final_congestion.png
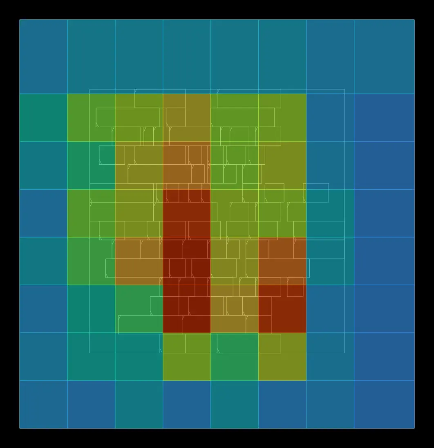
density.png
11 x 12 tiles, from dark blue (low) to red (high), 0 to 100% covered.
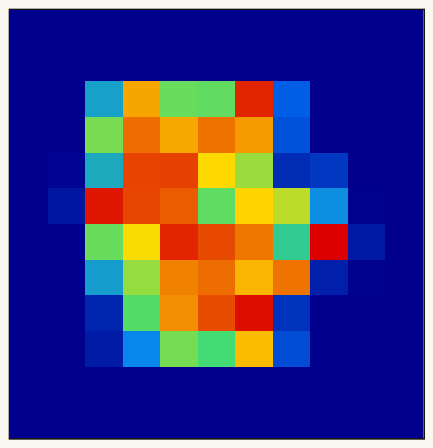
clock_map.png
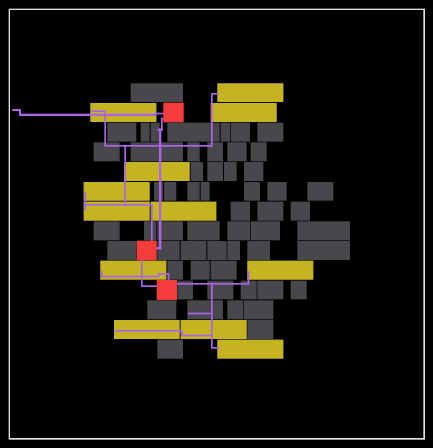
metal_stack.png
The bar under the picture is 20 um long.
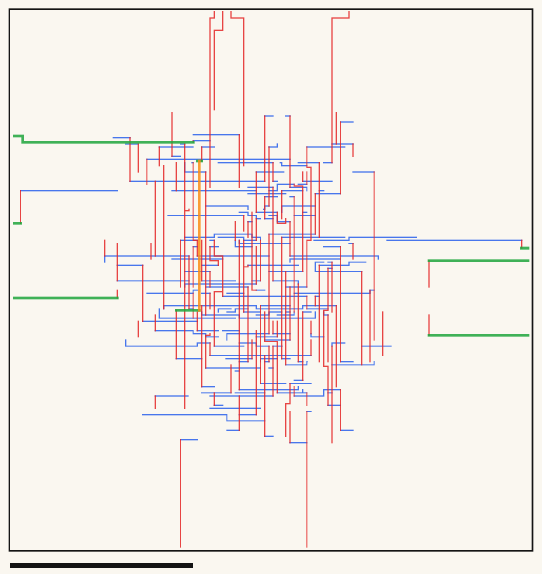
### config.mk
export PLATFORM = sky130hd
export DESIGN_NAME = piso_serializer
export DESIGN_NICKNAME = d
export VERILOG_FILES = /design/src/rtl/piso_serializer.sv
export SDC_FILE = /design/constraint.sdc
export NUM_CORES = 1
export LEC_CHECK = 0
export ABC_CLOCK_PERIOD_IN_PS = 1650
export CAP_MARGIN = 10
export CORE_AREA = 10 10 47 49
export DETAILED_ROUTE_END_ITERATION = 8
export DIE_AREA = 0 0 57 59
export HOLD_SLACK_MARGIN = 0.02
export PLACE_DENSITY = 0.73
export SLEW_MARGIN = 30
export SYNTH_ARGS = -nofsm -noshare
export SYNTH_HDL_FRONTEND = slang
export SYNTH_SLANG_ARGS = --single-unit
### constraint.sdc
create_clock -name clk -period 1.65 [get_ports clk]
set_input_delay 0.2475 -clock clk [delete_from_list [all_inputs] [get_ports clk]]
set_output_delay 0.2475 -clock clk [all_outputs]
set_load 0.05 [all_outputs]
### src/rtl/piso_serializer.sv
// piso_serializer: parallel-in, serial-out converter with a valid/ready input
// handshake and a one-word holding buffer. A word is shifted out MSB-first, one
// bit per clk. The holding buffer lets the next word start right after the
// current word's LSB, so back-to-back words stream with no idle bits.
module piso_serializer #(
  parameter int   WIDTH      = 4,
  parameter logic IDLE_LEVEL = 1'b0
) (
  input  logic             clk,
  input  logic             reset_n,
  input  logic [WIDTH-1:0] in_data,
  input  logic             in_valid,
  output logic             in_ready,
  output logic             serial_out,
  output logic             bit_valid,
  output logic             word_last,
  output logic             busy
);

  // WIDTH is at least 2, so the counter is always at least one bit wide.
  localparam int              CW       = $clog2(WIDTH);
  localparam logic [CW-1:0]   LAST_CNT = CW'(WIDTH - 1);

  typedef enum logic [0:0] {
    S_IDLE  = 1'b0,
    S_SHIFT = 1'b1
  } state_t;

  state_t           r_state;
  state_t           w_state_nxt;
  logic [WIDTH-1:0] r_shift;
  logic [WIDTH-1:0] w_shift_nxt;
  logic [WIDTH-1:0] r_hold;
  logic [WIDTH-1:0] w_hold_nxt;
  logic [CW-1:0]    r_bit_cnt;
  logic [CW-1:0]    w_bit_cnt_nxt;
  logic             r_hold_valid;
  logic             w_hold_valid_nxt;
  logic             w_accept;
  logic             w_last_bit;

  // in_ready depends only on the holding-buffer flag, never on in_valid.
  assign w_accept   = in_valid & ~r_hold_valid;
  assign w_last_bit = (r_bit_cnt == LAST_CNT);

  // State and datapath registers; reset aborts any word in flight.
  always_ff @(posedge clk or negedge reset_n) begin
    if (!reset_n) begin
      r_state      <= S_IDLE;
      r_shift      <= {WIDTH{1'b0}};
      r_hold       <= {WIDTH{1'b0}};
      r_bit_cnt    <= {CW{1'b0}};
      r_hold_valid <= 1'b0;
    end else begin
      r_state      <= w_state_nxt;
      r_shift      <= w_shift_nxt;
      r_hold       <= w_hold_nxt;
      r_bit_cnt    <= w_bit_cnt_nxt;
      r_hold_valid <= w_hold_valid_nxt;
    end
  end

  // Next-state logic: load, shift, park a word in the holding buffer, or reload.
  always_comb begin
    w_state_nxt      = r_state;
    w_shift_nxt      = r_shift;
    w_hold_nxt       = r_hold;
    w_bit_cnt_nxt    = r_bit_cnt;
    w_hold_valid_nxt = r_hold_valid;
    case (r_state)
      S_IDLE: begin
        if (w_accept) begin
          w_shift_nxt   = in_data;
          w_bit_cnt_nxt = {CW{1'b0}};
          w_state_nxt   = S_SHIFT;
        end else begin
          w_state_nxt   = S_IDLE;
        end
      end
      S_SHIFT: begin
        if (w_last_bit) begin
          if (r_hold_valid) begin
            // Buffered word follows immediately; in_ready is low, so no accept here.
            w_shift_nxt      = r_hold;
            w_hold_valid_nxt = 1'b0;
            w_bit_cnt_nxt    = {CW{1'b0}};
          end else if (w_accept) begin
            // Word offered during the LSB cycle goes straight into the shifter.
            w_shift_nxt   = in_data;
            w_bit_cnt_nxt = {CW{1'b0}};
          end else begin
            w_bit_cnt_nxt = {CW{1'b0}};
            w_state_nxt   = S_IDLE;
          end
        end else begin
          w_shift_nxt   = {r_shift[WIDTH-2:0], 1'b0};
          w_bit_cnt_nxt = r_bit_cnt + {{(CW-1){1'b0}}, 1'b1};
          if (w_accept) begin
            w_hold_nxt       = in_data;
            w_hold_valid_nxt = 1'b1;
          end else begin
            w_hold_valid_nxt = r_hold_valid;
          end
        end
      end
      default: begin
        w_state_nxt      = S_IDLE;
        w_bit_cnt_nxt    = {CW{1'b0}};
        w_hold_valid_nxt = 1'b0;
      end
    endcase
  end

  // Outputs decode registered state only, so they are glitch-free at the SIPO input.
  assign in_ready   = ~r_hold_valid;
  assign serial_out = (r_state == S_SHIFT) ? r_shift[WIDTH-1] : IDLE_LEVEL;
  assign bit_valid  = (r_state == S_SHIFT);
  assign word_last  = (r_state == S_SHIFT) && w_last_bit;
  assign busy       = (r_state == S_SHIFT) || r_hold_valid;

endmodule
==> flow_results.xml <==
<?xml version="1.0" encoding="UTF-8"?>
<metrics>
  <group name="synthesis">
    <metric name="synth_top_flop_cell" unit="">sky130_fd_sc_hd__dfrtp_1</metric>
    <metric name="fp_nets" unit="">63</metric>
    <metric name="postSynthAreaPerCell" unit="um2">11.31</metric>
    <metric name="asyncSetResetFlopFracSynth" unit="%">100.0</metric>
    <metric name="count_of_flip_flops_with_a_built_in_enable_after_synthesis" unit="">0</metric>
    <metric name="synthesis.area" unit="um2">621.8</metric>
    <metric name="synthDominantAreaCellType" unit="">sky130_fd_sc_hd__dfrtp_1</metric>
    <metric name="yosysUniqueCellTypes" unit="">20</metric>
    <metric name="cell_types_with_the_largest_area_share_after_synthesis" unit="">sky130_fd_sc_hd__dfrtp_1, sky130_fd_sc_hd__mux2i_1, sky130_fd_sc_hd__mux2_2</metric>
  </group>
  <group name="clock_tree">
    <metric name="tritoncts" unit="">yes</metric>
    <metric name="post_cts_resized" unit="">0</metric>
    <metric name="clockRootBuffer" unit="">sky130_fd_sc_hd__clkbuf_4</metric>
    <metric name="clk_pin_slew" unit="ns">0.08</metric>
    <metric name="cts_buffers" unit="">3</metric>
    <metric name="post-cts-setup-buffer-count" unit="">0</metric>
    <metric name="ctsHtreeMaxLevel" unit="">1</metric>
  </group>
  <group name="finish">
    <metric name="fillerInstances" unit="">125</metric>
    <metric name="final_net_count" unit="">80</metric>
    <metric name="area_growth_syn_to_layout" unit="%">35.41</metric>
  </group>
  <group name="timing">
    <metric name="post_layout_worst_setup_margin" unit="ns">0.1270</metric>
    <metric name="rsz0062_at_grt" unit="">no</metric>
    <metric name="hold_slack" unit="ns">0.3167</metric>
    <metric name="fmax" unit="MHz">656.6</metric>
    <metric name="setup_total_negative_slack" unit="ns">0</metric>
    <metric name="slew_headroom" unit="%">64.07</metric>
    <metric name="finalCriticalPeriod" unit="ns">1.523</metric>
    <metric name="final_hold_viols" unit="">0</metric>
    <metric name="pin_slew_with_the_least_headroom_to_its_limit" unit="ns">0.5373</metric>
  </group>
  <group name="worst_setup_path">
    <metric name="startpoint" unit="">r_bit_cnt[0]</metric>
    <metric name="worstSetupEndpoint" unit="">word_last</metric>
    <metric name="worstPathRequired" unit="ns">1.40</metric>
    <metric name="critical_path_class" unit="">register to output pin</metric>
    <metric name="timing.critical_path.buf_inv" unit="">1</metric>
    <metric name="critPathArrivalTime" unit="ns">1.28</metric>
    <metric name="critPathMaxFanout" unit="">5</metric>
    <metric name="cp_top_family" unit="">flip-flops</metric>
    <metric name="critical-path-slowest-cell" unit="">sky130_fd_sc_hd__dfrtp_1</metric>
    <metric name="critical_path_cell_count" unit="">3</metric>
  </group>
  <group name="global_routing">
    <metric name="grt_start_max_net_pins" unit="">13</metric>
    <metric name="grt_total_ovfl" unit="">0</metric>
    <metric name="number_of_global_route_vias_before_repair" unit="">524</metric>
  </group>
  <group name="floorplan">
    <metric name="core_util_floorplan" unit="%">44.37</metric>
    <metric name="die_w" unit="um">57</metric>
    <metric name="die_height" unit="um">59</metric>
    <metric name="top_level_ports" unit="">12</metric>
  </group>
  <group name="run_status">
    <metric name="outcome" unit="">finished, final reports clean</metric>
  </group>
  <group name="power_and_ir_drop">
    <metric name="power.static_leakage" unit="nW">0.3795</metric>
    <metric name="vdd_drop_max" unit="mV">1.091</metric>
    <metric name="power_density" unit="mW/mm2">2275</metric>
  </group>
  <group name="flow_run">
    <metric name="openroad.warnings" unit="">26</metric>
    <metric name="drv.max_cap_violation_count" unit="">0</metric>
  </group>
  <group name="detailed_routing">
    <metric name="number_of_iterations_in_the_first_detailed_routing_pass" unit="">4</metric>
    <metric name="via_per_instance_ratio" unit="">5.793</metric>
    <metric name="drt_first_iter_violations" unit="">8</metric>
    <metric name="drt.antenna.violating_nets" unit="">0</metric>
  </group>
  <group name="placement">
    <metric name="placed_area" unit="um2">805.8</metric>
    <metric name="dpl.hpwl" unit="um">1114</metric>
    <metric name="numPortBuffers" unit="">11</metric>
    <metric name="place_congestion" unit="">0.8130</metric>
    <metric name="dp_worst_setup_slack" unit="ns">0.08193</metric>
    <metric name="place.detailed.instances" unit="">83</metric>
  </group>
</metrics>
## Picture notes: final_congestion.png
met2 track demand over resource: 15.35%
M1 GR Usage: 8.848%
met3 Use GR: 3.219%
post-route core utilization: 60.09%
Total GRT Usage: 8.663%

## Picture notes: density.png
emptiest ninth of the die: lower right
fullest tile: 100%
nearly empty tiles: 59%
densest ninth of the die: centre
mean over tiles: 24%

## Picture notes: clock_map.png
legend:
  yellow:
    item: flip-flops
    count: 12
  red:
    item: cells driving clock nets
    count: 3
  purple:
    item: clock wires
    length: 159 um
routed clock nets: 4
Late-Pin Clk Latency: 0.27 ns
power of the clock network: 239 uW
clock share of power: 12.5%
clock skew after layout: 0.0007049 ns

## Picture notes: metal_stack.png
legend:
  orange:
    layer: met4
    wire_length: 16.3 um
  green:
    layer: met3
    wire_length: 57.3 um
  blue:
    layer: met1
    wire_length: 575 um
  red:
    layer: met2
    wire_length: 717 um
DR WL/cell: 15.69 um
total vias in the final route: 504
total wire length: 1365 um

==> registers in the layout, indices dropped and copies added, names as in the netlist <==
register / cells
r_bit_cnt: 2
r_hold: 4
r_shift: 4
r_hold_valid: 1
bit_valid: 1
==> area by class of cell <==
class | instances | area, um2 | area share [%]
clock buffers | 4 | 36.28 | 4.309
inverters | 2 | 7.507 | 0.8915
multi-input cells | 38 | 287.8 | 34.18
flip-flops and latches | 12 | 300.3 | 35.66
well taps | 16 | 20.02 | 2.377
repair buffers | 15 | 190.2 | 22.59
==> worst register-to-register path: stages, from the launching register on <==
cell and delay [ns]:
sky130_fd_sc_hd__dfrtp_1 0.40, sky130_fd_sc_hd__ha_1 0.25, sky130_fd_sc_hd__nand2b_1 0.21, sky130_fd_sc_hd__nor2_4 0.20, sky130_fd_sc_hd__mux2_2 0.35
==> kinds of logic after synthesis <==
kind of cell	count (synthesis)	synth area share (%)
fa+ha+maj	1	2.012
mux	9	15.29
compound gates	14	14.89
buf+inv	5	5.432
flops	12	48.29
simple gates	14	14.08
==> worst min path at each step <==
stage,slack (ns),to,depth (start not counted),start
2_1_floorplan,-0.05,bit_valid,0,reset_n
6_report,0.32,r_hold_valid,1,reset_n
5_1_grt,0.36,r_shift[3],1,reset_n
3_5_place_dp,0.50,r_hold[1],1,r_hold[1]
4_1_cts,0.34,r_shift[0],1,reset_n
3_3_place_gp,0.49,r_hold[1],1,r_hold[1]
==> per-layer routing <==
metal	vias up	part of all wire, %
met1	258	42
met3	2	4.2
met5	-	0
li1	236	-
met2	8	52
met4	0	1.2
==> where the power goes <==
group          leakage [nW]  internal [mW]  switching (mW)
sequential            0.141          0.448           0.117
clock                0.0210          0.134           0.105
combinational         0.218          0.536           0.575
total                 0.380           1.12           0.797
Power figures rest on the tool's default switching activity, not on a simulated workload.
